Figure 1. PDN straps and rails.
(6 px per um) Pins as bars on the die edge.
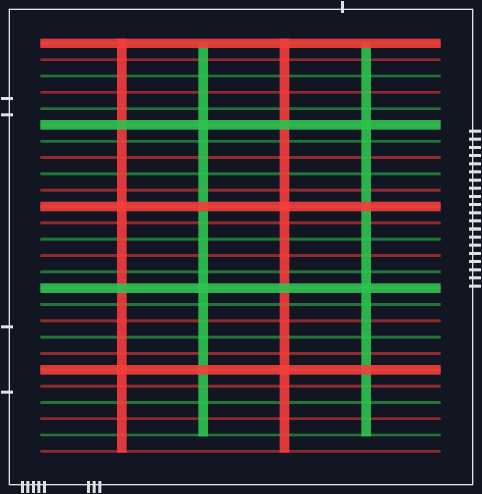
Figure 2. Cell density map.
(4 px per um) The die is cut into 8 by 8 equal tiles; white is low, dark blue is high, 0 to 100% covered.
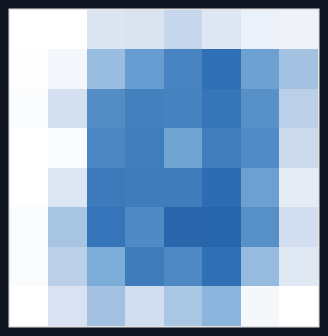
Figure 3. Clock distribution.
(8 px per um)
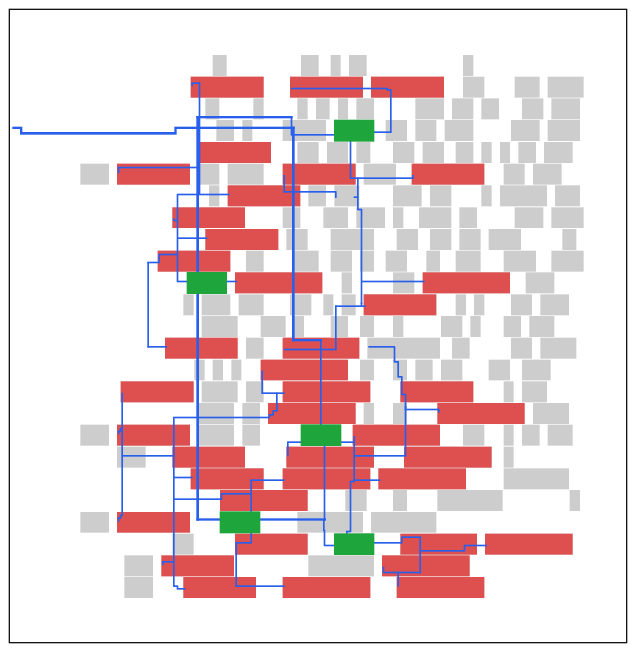
Figure 4. Track usage over the die.
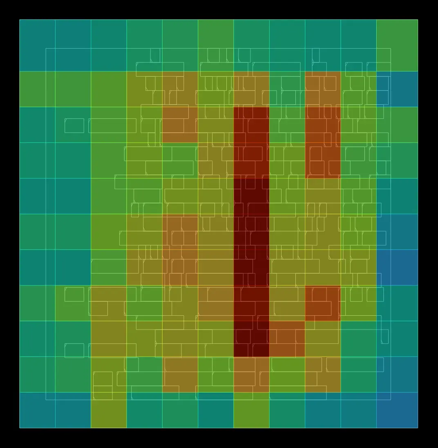
<file path="src/rtl/keypad_pkg.sv">
// Shared constants and types for the keypad receive port: default port IDs,
// ack/status bit positions, interrupt FSM states and the status byte packer.
package keypad_pkg;

  localparam logic [7:0] DEF_DATA_PORT   = 8'h30;
  localparam logic [7:0] DEF_STATUS_PORT = 8'h31;
  localparam logic [7:0] DEF_ACK_PORT    = 8'h32;

  localparam int ACK_POP     = 0;
  localparam int ACK_FLUSH   = 6;
  localparam int ACK_CLR_OVF = 7;

  localparam int ST_OVF   = 7;
  localparam int ST_FULL  = 6;
  localparam int ST_EMPTY = 5;

  typedef enum logic [1:0] {IDLE, PULSE, WAIT_ACK} int_state_t;

  function automatic logic [7:0] status_byte(input logic ovf, input logic full,
                                             input logic empty, input logic [3:0] cnt);
    logic [7:0] s;
    s           = {4'h0, cnt};
    s[ST_OVF]   = ovf;
    s[ST_FULL]  = full;
    s[ST_EMPTY] = empty;
    return s;
  endfunction

endpackage

</file>
<file path="src/rtl/keypad_rx_port_if.sv">
// MCU-side port bus: address, write strobe/data, read data and interrupt.
interface keypad_rx_port_if;
  logic [7:0] port_id;
  logic       io_strb;
  logic [7:0] out_port;
  logic [7:0] in_port;
  logic       interrupt;

  modport master (output port_id, output io_strb, output out_port,
                  input in_port, input interrupt);
  modport slave  (input port_id, input io_strb, input out_port,
                  output in_port, output interrupt);
endinterface

</file>
<file path="src/rtl/key_fifo.sv">
// Small synchronous FIFO for 4-bit key codes with push/pop/flush and occupancy.
module key_fifo #(
  parameter  int DEPTH = 4,
  localparam int AW    = $clog2(DEPTH),
  localparam int CW    = AW + 1
) (
  input  logic          clk,
  input  logic          rst_n,
  input  logic          push,
  input  logic          pop,
  input  logic          flush,
  input  logic [3:0]    wdata,
  output logic [3:0]    rdata,
  output logic [CW-1:0] count,
  output logic          full,
  output logic          empty,
  output logic          drop
);

  logic [3:0]    mem_q [DEPTH];
  logic [AW-1:0] wr_ptr_q, wr_ptr_d;
  logic [AW-1:0] rd_ptr_q, rd_ptr_d;
  logic [CW-1:0] count_q, count_d;
  logic          pop_ok, push_ok;

  assign empty = (count_q == '0);
  assign full  = (count_q == CW'(DEPTH));
  assign count = count_q;
  assign rdata = mem_q[rd_ptr_q];

  // A pop frees the slot in the same cycle, so a full FIFO still accepts a push.
  assign pop_ok  = pop && !empty;
  assign push_ok = push && (!full || pop_ok);
  assign drop    = push && !push_ok && !flush;

  always_comb begin
    wr_ptr_d = wr_ptr_q;
    rd_ptr_d = rd_ptr_q;
    count_d  = count_q;
    if (flush) begin
      wr_ptr_d = '0;
      rd_ptr_d = '0;
      count_d  = '0;
    end else begin
      if (push_ok) wr_ptr_d = wr_ptr_q + 1'b1;
      if (pop_ok)  rd_ptr_d = rd_ptr_q + 1'b1;
      case ({push_ok, pop_ok})
        2'b10:   count_d = count_q + 1'b1;
        2'b01:   count_d = count_q - 1'b1;
        default: count_d = count_q;
      endcase
    end
  end

  always_ff @(posedge clk or negedge rst_n) begin
    if (!rst_n) begin
      wr_ptr_q <= '0;
      rd_ptr_q <= '0;
      count_q  <= '0;
    end else begin
      wr_ptr_q <= wr_ptr_d;
      rd_ptr_q <= rd_ptr_d;
      count_q  <= count_d;
    end
  end

  always_ff @(posedge clk) begin
    if (push_ok && !flush) mem_q[wr_ptr_q] <= wdata;
  end

endmodule

</file>
<file path="src/rtl/keypad_rx_port.sv">
// Keypad press receiver: synchronises press/code, queues codes, pulses an
// interrupt per queued code and serves data/status/ack on the MCU port bus.
module keypad_rx_port
  import keypad_pkg::*;
#(
  parameter int         DEPTH       = 4,
  parameter int         INT_CYCLES  = 3,
  parameter logic [7:0] DATA_PORT   = DEF_DATA_PORT,
  parameter logic [7:0] STATUS_PORT = DEF_STATUS_PORT,
  parameter logic [7:0] ACK_PORT    = DEF_ACK_PORT
) (
  input  logic             clk,
  input  logic             rst_n,
  input  logic             key_press,
  input  logic [3:0]       key_code,
  keypad_rx_port_if.slave  bus
);

  localparam int CW    = $clog2(DEPTH) + 1;
  localparam int CNT_W = (INT_CYCLES > 1) ? $clog2(INT_CYCLES) : 1;

  logic       press_s1_q, press_s1_d;
  logic       press_s2_q, press_s2_d;
  logic       press_prev_q, press_prev_d;
  logic [3:0] code_s1_q, code_s1_d;
  logic [3:0] code_s2_q, code_s2_d;
  logic       overflow_q, overflow_d;

  int_state_t       state_q;
  logic [CNT_W-1:0] pulse_cnt_q;
  logic             interrupt_q;

  logic          push, ack, pop, flush, clr_ovf;
  logic [3:0]    head;
  logic [CW-1:0] count;
  logic          full, empty, drop;
  logic [7:0]    in_port_w;
  logic          unused_ack_bits;

  assign unused_ack_bits = ^bus.out_port[5:1];

  always_comb begin
    press_s1_d   = key_press;
    press_s2_d   = press_s1_q;
    press_prev_d = press_s2_q;
    code_s1_d    = key_code;
    code_s2_d    = code_s1_q;
  end

  // The previous-press flop resets low, so a press held through reset release
  // still produces exactly one rising edge.
  assign push = press_s2_q & ~press_prev_q;

  assign ack     = bus.io_strb && (bus.port_id == ACK_PORT);
  assign flush   = ack && bus.out_port[ACK_FLUSH];
  assign pop     = ack && bus.out_port[ACK_POP] && !flush;
  assign clr_ovf = ack && bus.out_port[ACK_CLR_OVF];

  always_comb begin
    overflow_d = overflow_q;
    if (clr_ovf) overflow_d = 1'b0;
    if (drop)    overflow_d = 1'b1;
  end

  always_ff @(posedge clk or negedge rst_n) begin
    if (!rst_n) begin
      press_s1_q   <= 1'b0;
      press_s2_q   <= 1'b0;
      press_prev_q <= 1'b0;
      code_s1_q    <= 4'h0;
      code_s2_q    <= 4'h0;
      overflow_q   <= 1'b0;
    end else begin
      press_s1_q   <= press_s1_d;
      press_s2_q   <= press_s2_d;
      press_prev_q <= press_prev_d;
      code_s1_q    <= code_s1_d;
      code_s2_q    <= code_s2_d;
      overflow_q   <= overflow_d;
    end
  end

  key_fifo #(.DEPTH(DEPTH)) u_fifo (
    .clk   (clk),
    .rst_n (rst_n),
    .push  (push),
    .pop   (pop),
    .flush (flush),
    .wdata (code_s2_q),
    .rdata (head),
    .count (count),
    .full  (full),
    .empty (empty),
    .drop  (drop)
  );

  // Counter holds the remaining PULSE cycles after the current one.
  always_ff @(posedge clk or negedge rst_n) begin
    if (!rst_n) begin
      state_q     <= IDLE;
      pulse_cnt_q <= '0;
      interrupt_q <= 1'b0;
    end else if (flush) begin
      state_q     <= IDLE;
      interrupt_q <= 1'b0;
    end else begin
      case (state_q)
        IDLE: begin
          if (!empty) begin
            state_q     <= PULSE;
            pulse_cnt_q <= CNT_W'(INT_CYCLES - 1);
            interrupt_q <= 1'b1;
          end
        end
        PULSE: begin
          if (pulse_cnt_q == '0) begin
            state_q     <= WAIT_ACK;
            interrupt_q <= 1'b0;
          end else begin
            pulse_cnt_q <= pulse_cnt_q - 1'b1;
          end
        end
        WAIT_ACK: begin
          if (pop) state_q <= IDLE;
        end
        default: begin
          state_q     <= IDLE;
          interrupt_q <= 1'b0;
        end
      endcase
    end
  end

  always_comb begin
    in_port_w = 8'h00;
    if (bus.port_id == DATA_PORT) begin
      in_port_w = empty ? 8'h00 : {4'h0, head};
    end else if (bus.port_id == STATUS_PORT) begin
      in_port_w = status_byte(overflow_q, full, empty, 4'(count));
    end
  end

  assign bus.in_port   = in_port_w;
  assign bus.interrupt = interrupt_q;

endmodule

</file>
<file path="src/flat_wrapper.sv">
// flat-port wrapper written by rule: the top's interface ports become plain ports
module keypad_rx_port_flat import keypad_pkg::*;
#(
  parameter int         DEPTH       = 4,
  parameter int         INT_CYCLES  = 3,
  parameter logic [7:0] DATA_PORT   = DEF_DATA_PORT,
  parameter logic [7:0] STATUS_PORT = DEF_STATUS_PORT,
  parameter logic [7:0] ACK_PORT    = DEF_ACK_PORT
)
  (clk, rst_n, key_press, key_code, bus_port_id, bus_io_strb, bus_out_port, bus_in_port, bus_interrupt);
  keypad_rx_port_if bus_i ();
  input  logic clk;
  input  logic rst_n;
  input  logic key_press;
  input  logic [3:0] key_code;
  input wire logic [$bits(bus_i.port_id)-1:0] bus_port_id;
  input wire logic [$bits(bus_i.io_strb)-1:0] bus_io_strb;
  input wire logic [$bits(bus_i.out_port)-1:0] bus_out_port;
  output wire logic [$bits(bus_i.in_port)-1:0] bus_in_port;
  output wire logic [$bits(bus_i.interrupt)-1:0] bus_interrupt;
  assign bus_i.port_id = bus_port_id;
  assign bus_i.io_strb = bus_io_strb;
  assign bus_i.out_port = bus_out_port;
  assign bus_in_port = bus_i.in_port;
  assign bus_interrupt = bus_i.interrupt;
  keypad_rx_port #(.DEPTH(DEPTH), .INT_CYCLES(INT_CYCLES), .DATA_PORT(DATA_PORT), .STATUS_PORT(STATUS_PORT), .ACK_PORT(ACK_PORT)) u_core (.clk(clk), .rst_n(rst_n), .key_press(key_press), .key_code(key_code), .bus(bus_i));
endmodule
</file>
<file path="config.mk">
export PLATFORM = sky130hd
export DESIGN_NAME = keypad_rx_port_flat
export DESIGN_NICKNAME = d
export VERILOG_FILES = /design/src/rtl/keypad_pkg.sv /design/src/rtl/keypad_rx_port_if.sv /design/src/rtl/key_fifo.sv /design/src/rtl/keypad_rx_port.sv /design/src/flat_wrapper.sv
export SDC_FILE = /design/constraint.sdc
export NUM_CORES = 1
export LEC_CHECK = 0
export CAP_MARGIN = 20
export CELL_PAD_IN_SITES_DETAIL_PLACEMENT = 1
export CELL_PAD_IN_SITES_GLOBAL_PLACEMENT = 1
export CORE_AREA = 5 5 72 74
export DETAILED_ROUTE_END_ITERATION = 16
export DIE_AREA = 0 0 77 79
export HOLD_SLACK_MARGIN = 0.12
export PLACE_DENSITY = 0.75
export SLEW_MARGIN = 40
export SYNTH_ARGS = -nofsm -noshare
export SYNTH_HDL_FRONTEND = slang
export SYNTH_SLANG_ARGS = --single-unit
</file>
<file path="constraint.sdc">
create_clock -name clk -period 2.5 [get_ports clk]
set_input_delay 0.5 -clock clk [delete_from_list [all_inputs] [get_ports clk]]
set_output_delay 0.5 -clock clk [all_outputs]
set_load 0.005 [all_outputs]
</file>
==> CHANGELOG.md <==
### Physical design

* Total power at just under 2 mW
* Placed cell count at between 200 and 250
* HPWL Detailed at ~3.2 mm
* Global-route wire length before repair at 7.64 mm
* Clock buffer depth at 2
* Post-CTS sizing at 28
* Post-Syn Area at between 1500 and 2000 um2
* Switching power share of the total at 0.324
* Max rail drop VDD at ~0.37 mV
* Leakage power at between 1 and 1.5 nW
* RR Startpoint: u_core.u_fifo.count[1]
* GRT busiest layer: met2
* DRT iter0 DRCs at between 70 and 80
* Hold Path Sink: u_core.press_prev_d
* N_taps at 54
* Synth Instances at between 100 and 150
* Worst Hold Depth at 0
* Met1 Use GR at 0.166
* Largest area contributor in the netlist: dfrtp_1
* Basic Gates by Area at 0.157
* Grt ovf at 0
* Bufs and invs on worst path at 2
* Synth Register Bits at approximately 40
* CP Max Fanout at 3
* P_sw at 622 uW
* Setup crit end: u_core.u_fifo.count[2]
* Crit path largest cell delay at ~0.56 ns
* Critical path class: primary input to flop
* Final period util at 0.997
* CTS Buf Count at 5
* CP required at roughly 2.7 ns
* Most instantiated library cell after synthesis: dfrtp_1
* Seq area share at 0.457
* P&R area growth vs syn at 33.9%
* DR DRC count at 0
* Status: finished clean
* R2r setup slk at about 0.29 ns
* Vias per cell at approximately 5.3
* Setup violations, final at 0
* Clk ins delay skew pair at 0.30 ns
* Buffer count from post-CTS setup fixing at 3
* Crit end category: flop
* Critical path depth in cells at 9
-- Figure 1 (at the start) --
Key: green = VDD; red = VSS
33 signal pins sit on the boundary. 5 straps on met5. The core has 25 rows. 26 met1 rails follow the rows. 4 straps on met4.
Die Y: 79 um
width of the die: 77 um

-- Figure 2 (at the start) --
The fullest tile reaches 79%. The densest ninth of the die: middle. 13% of the tiles are nearly empty. The mean over all tiles is 38%. The emptiest ninth of the die: top left. 4.7% of the tiles are over 75% full.
core footprint: 4540 um2
final core occ: 0.523
Initial Utilization: 0.390

-- Figure 3 (at the start) --
Key: blue = clock wires [length 538 um]; green = cells driving clock nets [count 5]; red = flip-flops [count 40]
There are 6 routed clock nets.
clock share of power: 0.262
Worst Clk Skew: 0.00746 ns
clk pwr: 503 uW

-- Figure 4 (at the start) --
GR Util met3: 0.0442
DR WL/cell: 18.7 um

Power and IR drop assume default switching activity.
